Design arith_pair_monitor, sky130hd; sources not shown.
Run 1, wiring heat map:
(3 px per um) 14 x 21 tiles, from dark purple (low) to yellow (high), scaled to the fullest tile. Values are wire area over tile area, all layers added.
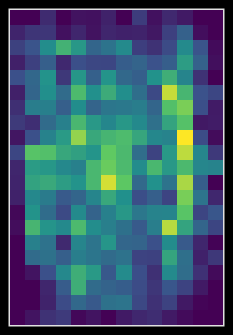
densest ninth of the die = centre
fullest tile = 0.53
nearly empty tiles = 8.2%
Routed Wire Length: 8186 um
global-route usage over all layers: 21.68%
wire per inst: 15.56 um
vias: 2983

Run 1, metal layers overlaid:
(4 px per um) Two of the layers only.
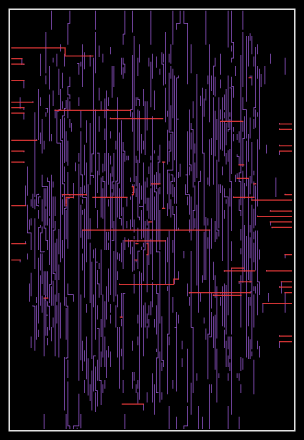
metal 3 -> red  # wire length 313 um
metal 2 -> purple  # wire length 4440 um

Run 1, cell placement:
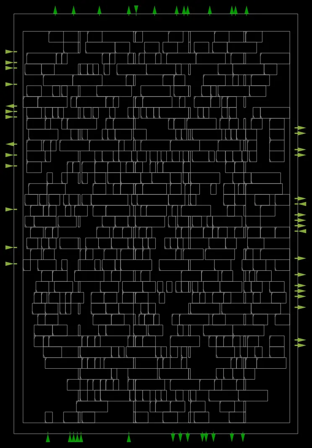
number of rows in the core area: 36
fin util: 61.51%
tap cell instance count: 76
Flop Count: 54
final cell count without fillers: 526

==> results_slide.txt, run 1 <==
Physical Implementation Snapshot

Power
  – Design internal power: 0.8947 mW
  – Leakage power of the design: 1.403 nW
  – Part of the power in combinational logic: 20.0%
  – Sequential share of power: 49.5%
  – Top contributor to total power: sequential cells
  – Clk power: approximately 0.39 mW
  – Net switching fraction of the power: 29.55%
  – Power drawn by the sequential cells: about 0.63 mW
  – Clk network pwr share: 30.5%
  – Power consumed by combinational cells: 0.254 mW
  – Total design power: 1.270 mW
  – Switching power summed over all nets: 0.3752 mW

Die
  – Die boundary height: between 100 and 150 um
  – Area of the core: between 6000 and 7000 sq um
  – Die Span X: roughly 70 um
  – Share of the core filled by cells before placement: 45.69%
  – Area of the die: 7455 sq um

Finish
  – Clock-cell share of area: 2.616%
  – Share of final-layout standard cells stronger than drive strength 1: ~16%
  – Layout Area Growth over Synthesis: 34.63%
  – Dominant logic cell types in the final layout: nand2_1, a21oi_1, dfxtp_1
  – Largest register FFs: 16
  – Filler Cells Inserted: 589
  – Multi-input comb cells: 296
  – Count of clock-net buffers in the final layout: 7
  – Nets: between 400 and 500
  – Most frequently placed logic cell in the final layout: nand2_1
  – Post-route design area: 4018 sq um
  – Most area-hungry cell class in the final design: combinational gates
  – Area taken by flip-flops and latches: 1090 sq um
  – Area of the multi-input gates: 1973 sq um

Global routing
  – Total congestion overflow: 0
  – Busiest layer in global routing: met2
  – Global-route met1 utilization: approximately a quarter
  – Global-route met2 utilization: 40.59%
  – First-pass GRT wire length: about 13000 um
  – Number of global-route vias before repair: 2745
  – Largest net degree at the start of global routing: 17

STA
  – Worst Setup Slack, final: 0.04374 ns
  – Final Hold Viols: 0
  – Setup repair after global routing missed its margin: yes
  – Slew of the pin with the lowest slew margin: 1.159 ns
  – Worst slew margin: 22.00%
  – Max-slew violation count: 0
  – Fin crit share: 98.77%
  – Setup total negative slack: 0 ns
  – Highest Clock Rate: between 200 and 300 MHz
  – Final critical path time including I/O delays and setup: between 3 and 4 ns
  – Setup Viol. Count Final: 0
  – Worst-case clock skew: approximately 0.018 ns

Setup path
  – Type of element capturing the critical path: flop
  – Startpoint-to-endpoint class of the critical path: input port to flop
  – Crit start category: input port
  – Worst reg-to-reg setup slack: 0.07 ns
  – Cells traversed along the worst timing path: clkbuf_4 > inv_1 > ha_1 > inv_1 > fa_2 > nor3_2 > o21ai_1 > nor3_2 > o2111ai_2 > or3_4 > or4_4 > buf_8 > nor4_4 > mux2_4
  – Critical Path Fanout Max: 5
  – Max incr delay on CP: ~0.56 ns
  – Data arrival time at the worst-slack endpoint: ~3.7 ns
  – Cell count along the critical path: 14
  – Number of cells traversed by the worst register-to-register path: 11

Synthesis
  – Dominant kind of combinational cell: simple AND/OR/NAND/NOR gates
  – Leading area contributor after synthesis: dfxtp_1
  – Complex-gate fraction of the synthesized area: about 17%
  – Average cell area after synthesis: 7.894 sq um
  – Post-Syn Nets: 409
  – Number of register bits inferred by synthesis: between 50 and 60
  – Yosys synthesis chip area: around 3000 sq um
  – Commonest cells in the synthesized netlist: nand2_1, a21oi_1, dfxtp_1
  – Main flop type: dfxtp_1
  – XOR-XNOR Cells, Area Fraction: 7.631%
  – Area fraction in and, or, nand and nor cells: 28.26%
  – Ys async rst share: 0%
  – Top area contributor share: 36.23%
  – Count of instantiated cells in the yosys netlist: 378
  – Sequential cell area fraction in the yosys report: 36.23%
  – EDFF count, synth: 0
  – Area share of fa/ha/maj cells after synthesis: 4.864%
  – Yosys synthesis warning count: 6

CTS
  – H-tree depth: 2
  – Insertion delay at the late pin of the worst-skew pair: 0.31 ns
  – Buffer depth of the longest clock path: 2
  – Sink count of the clock tree: 54
  – Number of gates resized after CTS: 37
  – Post-cts hold buffer count: 0
  – CTS tree: yes
  – Number of buffers inserted by post-CTS setup repair: 3
  – Cell chosen for the clock root: clkbuf_8
  – Number of buffers inserted during clock tree synthesis: 5

Status
  – Run status: finished clean

Place
  – DP Wirelength: 6043 um
  – Worst Setup Slack post-DPL: -1.024 ns
  – Cell area after placement: 3650 sq um
  – Final weighted congestion of routability-driven global placement: 0.9209

Routing
  – DRC: 0
  – Count of TritonRoute iterations in the first routing pass: 5
  – Iter 0 DRT Violations: 114
  – Count of antenna-violating nets left after detailed routing: 0
  – Top layer in use: met4
  – Met2 Routed Length: 4440 um
  – Met3 routed WL: 313 um
  – Detailed-route wire length on metal 1: 3233 um

Hold path
  – Type of the tightest min-delay check: input port to flop
  – Number of stages on the worst hold path: 3

Flow run
  – Tool warnings: 27
  – Max-cap check violation count: 0
Run 1, gate-type map:
(4 px per um)
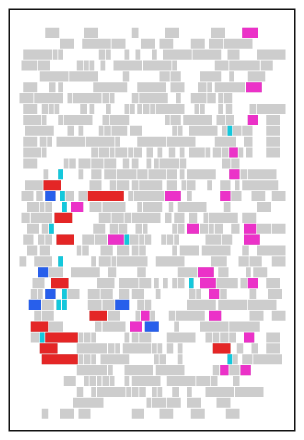

==> run 1 -> run 2 <==
--- a/config.mk
+++ b/config.mk
@@ -12,6 +12,7 @@
 export GPL_TIMING_DRIVEN = 0
 export HOLD_SLACK_MARGIN = 0.1
 export PLACE_DENSITY_LB_ADDON = 0.05
+export SETUP_SLACK_MARGIN = 0.1
 export SYNTH_ARGS = -nofsm -noshare
 export SYNTH_HDL_FRONTEND = slang
 export SYNTH_HIERARCHICAL = 1
Run 2, gate-type map:
(4 px per um)
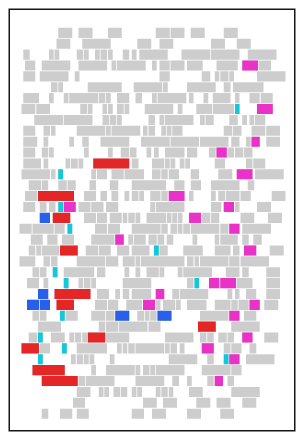
AND-OR and OR-AND gates -> blue  # cells 6
inverters -> cyan  # cells 13
adder and majority cells -> red  # cells 11
AND and OR gates -> magenta  # cells 22
most frequently placed logic cell in the final layout: nand2_1
logic gate fraction of the total cell area: 48.90%

==> results_slide.txt, run 2 <==
Physical Implementation Snapshot

Synthesis
  – Leading area contributor after synthesis: dfxtp_1
  – Ys async rst share: 0% (unchanged)
  – Post-Syn Nets: 409 (unchanged)
  – Area share of fa/ha/maj cells after synthesis: 4.864% (unchanged)
  – Count of instantiated cells in the yosys netlist: 378 (unchanged)
  – Yosys synthesis chip area: 2984 sq um (unchanged)
  – Commonest cells in the synthesized netlist: nand2_1, a21oi_1, dfxtp_1
  – Cell types occupying the most area after synthesis: dfxtp_1, a21oi_1, nand2_1
  – Area fraction in and, or, nand and nor cells: 28.26% (unchanged)
  – Mux share of post-synthesis cell area: 1.845%
  – Yosys synthesis warning count: 6 (unchanged)
  – Complex-gate fraction of the synthesized area: 17.23% (unchanged)
  – Dominant kind of combinational cell: simple AND/OR/NAND/NOR gates
  – Sequential cell area fraction in the yosys report: 36.23% (unchanged)
  – Top area contributor share: 36.23% (unchanged)
  – Number of register bits inferred by synthesis: 54 (unchanged)
  – Average cell area after synthesis: 7.894 sq um (unchanged)
  – XOR-XNOR Cells, Area Fraction: 7.631% (unchanged)
  – Synthesized netlist cell count: 378
  – Synthesized cell area: 2984 sq um
  – EDFF count, synth: 0 (unchanged)
  – Most frequently used cell type in the post-synthesis netlist: nand2_1
  – Main flop type: dfxtp_1

CTS
  – Sink count of the clock tree: 54 (unchanged)
  – Clock-pin slew reported for the worst setup and hold paths after clock tree synthesis: 0.10 ns
  – Post-cts hold buffer count: 0 (unchanged)
  – Number of buffers inserted during clock tree synthesis: 5 (unchanged)
  – Number of buffers inserted by post-CTS setup repair: 5 (+2)
  – Buffer depth of the longest clock path: 2 (unchanged)
  – Insertion delay at the late pin of the worst-skew pair: 0.30 ns (about the same)
  – CTS tree: yes
  – Number of gates resized after CTS: 59 (+59%)
  – H-tree depth: 2 (unchanged)
  – Cell chosen for the clock root: clkbuf_8

STA
  – Fin crit share: 100.2% (+1.4 points)
  – Highest Clock Rate: 281.2 MHz (-1.4%)
  – Final critical path time including I/O delays and setup: 3.556 ns (+0.04968 ns)
  – Worst Setup Slack, final: -0.005932 ns (-0.04968 ns)
  – Setup repair after global routing missed its margin: yes
  – Max-slew violation count: 0 (unchanged)
  – Fin Hold WS: 0.3183 ns
  – Worst-case clock skew: 0.008739 ns (-0.009516 ns)
  – Final Hold Viols: 0 (unchanged)
  – Setup Viol. Count Final: 4 (+4)
  – Slew of the pin with the lowest slew margin: 0.8725 ns (-0.2868 ns)
  – Worst slew margin: 41.30% (+19 points)
  – Setup total negative slack: -0.01634 ns (-0.01634 ns)

Routing
  – Count of antenna-violating nets left after detailed routing: 0 (unchanged)
  – Routed Wire Length: 8400 um (+2.6%)
  – Top layer in use: met4
  – Count of TritonRoute iterations in the first routing pass: 4 (-1)
  – Wire per inst: 15.97 um (+2.6%)
  – Detailed-route wire length on metal 1: 3265 um (+0.99%)
  – Met3 routed WL: 240 um (-23%)
  – Iter 0 DRT Violations: 79 (-31%)
  – Vias: 2982 (-0.034%)
  – Met2 Routed Length: 4638 um (+4.5%)
  – DRC: 0 (unchanged)

Die
  – Tap cell instance count: 76 (unchanged)
  – Die boundary height: 105 um (unchanged)
  – Area of the core: 6531 sq um (unchanged)
  – Boundary pin count: 58
  – Area of the die: 7455 sq um (unchanged)
  – Die Span X: 71 um (unchanged)
  – Share of the core filled by cells before placement: 45.69% (unchanged)
  – Number of rows in the core area: 36 (unchanged)

Setup path
  – Crit start category: flop
  – Cells traversed along the worst timing path: ha_4 > xnor2_2 > a31oi_1 > or3_1 > nor4_2 > a31oi_1 > or3_4 > or4_4 > buf_6 > nor4_4 > mux2_4
  – Startpoint-to-endpoint class of the critical path: flop to flop
  – Worst reg-to-reg setup slack: -0.006 ns (-0.08 ns)
  – Required time of the critical path: ~3.8 ns
  – Cell count along the critical path: 11 (-3)
  – Type of element capturing the critical path: flop
  – Data arrival time at the worst-slack endpoint: 3.76 ns (+0.04 ns)
  – Cell occurring most often along the worst timing path: a31oi_1
  – Number of cells traversed by the worst register-to-register path: 11 (unchanged)
  – Family of cells with the greatest summed delay on the critical path: simple AND/OR/NAND/NOR gates
  – Worst path bufs/invs: 1
  – Critical Path Fanout Max: 5 (unchanged)
  – Max incr delay on CP: 0.55 ns (about the same)
  – Slowest-stage cell, CP: or4_4

Finish
  – Largest register FFs: 16 (unchanged)
  – Non-clock buffering overhead in the final layout: between 10% and 20%
  – Multi-input comb cells: 296 (unchanged)
  – Most area-hungry cell class in the final design: combinational gates
  – Nets: 481 (+0.21%)
  – Number of buffers outside the clock class in the layout: 80
  – Flop Count: 54 (unchanged)
  – Clock-cell share of area: 2.830% (+0.21 points)
  – Dominant logic cell types in the final layout: nand2_1, a21oi_1, dfxtp_1
  – Post-route design area: 3979 sq um (-0.97%)
  – Fin util: 60.92% (-0.59 points)
  – Share of final-layout standard cells stronger than drive strength 1: 15.11% (-0.44 points)
  – Filler Cells Inserted: 601 (+2.0%)
  – Count of clock-net buffers in the final layout: 6 (-1)
  – Number of inserted diodes: 0
  – Layout Area Growth over Synthesis: 33.33%
  – Non-clock inverter count in the final layout: 13
  – Final cell count without fillers: 526 (unchanged)
  – Area taken by flip-flops and latches: 1091 sq um (+0.11%)
  – Register share of the cell area: a little over a quarter
  – Area of the multi-input gates: 1946 sq um (-1.4%)

Global routing
  – Global-route usage over all layers: 21.86% (+0.18 points)
  – Total congestion overflow: 0 (unchanged)
  – Global-route met1 utilization: 22.93% (-1.3 points)
  – Busiest layer in global routing: met2
  – Global-route met2 utilization: 42.39% (+1.8 points)
  – Initial antenna violation count: 0
  – Number of global-route vias before repair: 2846 (+3.7%)
  – Largest net degree at the start of global routing: 16 (-1)
  – First-pass GRT wire length: 13200 um (+0.42%)

Hold path
  – Type of the tightest min-delay check: input port to flop
  – Number of stages on the worst hold path: 3 (unchanged)

Power
  – Power drawn by the sequential cells: 0.628 mW (about the same)
  – Clk power: 0.424 mW (+9.3%)
  – Switching power summed over all nets: 0.3660 mW (-2.4%)
  – Sequential share of power: 47.9% (-1.6 points)
  – Total design power: 1.311 mW (+3.2%)
  – Top contributor to total power: sequential cells
  – Cell area power density: 329.5 nW/um^2
  – IR Drop Worst-Case VDD: around 0.21 mV
  – Leakage power of the design: 1.376 nW (-1.9%)
  – Part of the power in combinational logic: 19.8% (-0.2 points)
  – Design internal power: 0.9449 mW (+5.6%)
  – Clk network pwr share: 32.3% (+1.8 points)
  – Net switching fraction of the power: 27.92% (-1.6 points)
  – Power consumed by combinational cells: 0.260 mW (+2%)

Place
  – Count of buffers from port buffering: 57
  – Final weighted congestion of routability-driven global placement: 0.8374 (-9.1%)
  – Cell area after placement: 3656 sq um (+0.17%)
  – Worst Setup Slack post-DPL: -1.086 ns (-0.06197 ns)
  – Instance count after placement with tap cells included: around 500
  – DP Wirelength: 6206 um (+2.7%)

Flow run
  – Max-cap check violation count: 0 (unchanged)
  – Tool warnings: 27 (unchanged)

Status
  – Run status: finished with violations
  – Violations in the final reports: negative setup slack
Power figures rest on the tool's default switching activity, not on a simulated workload.
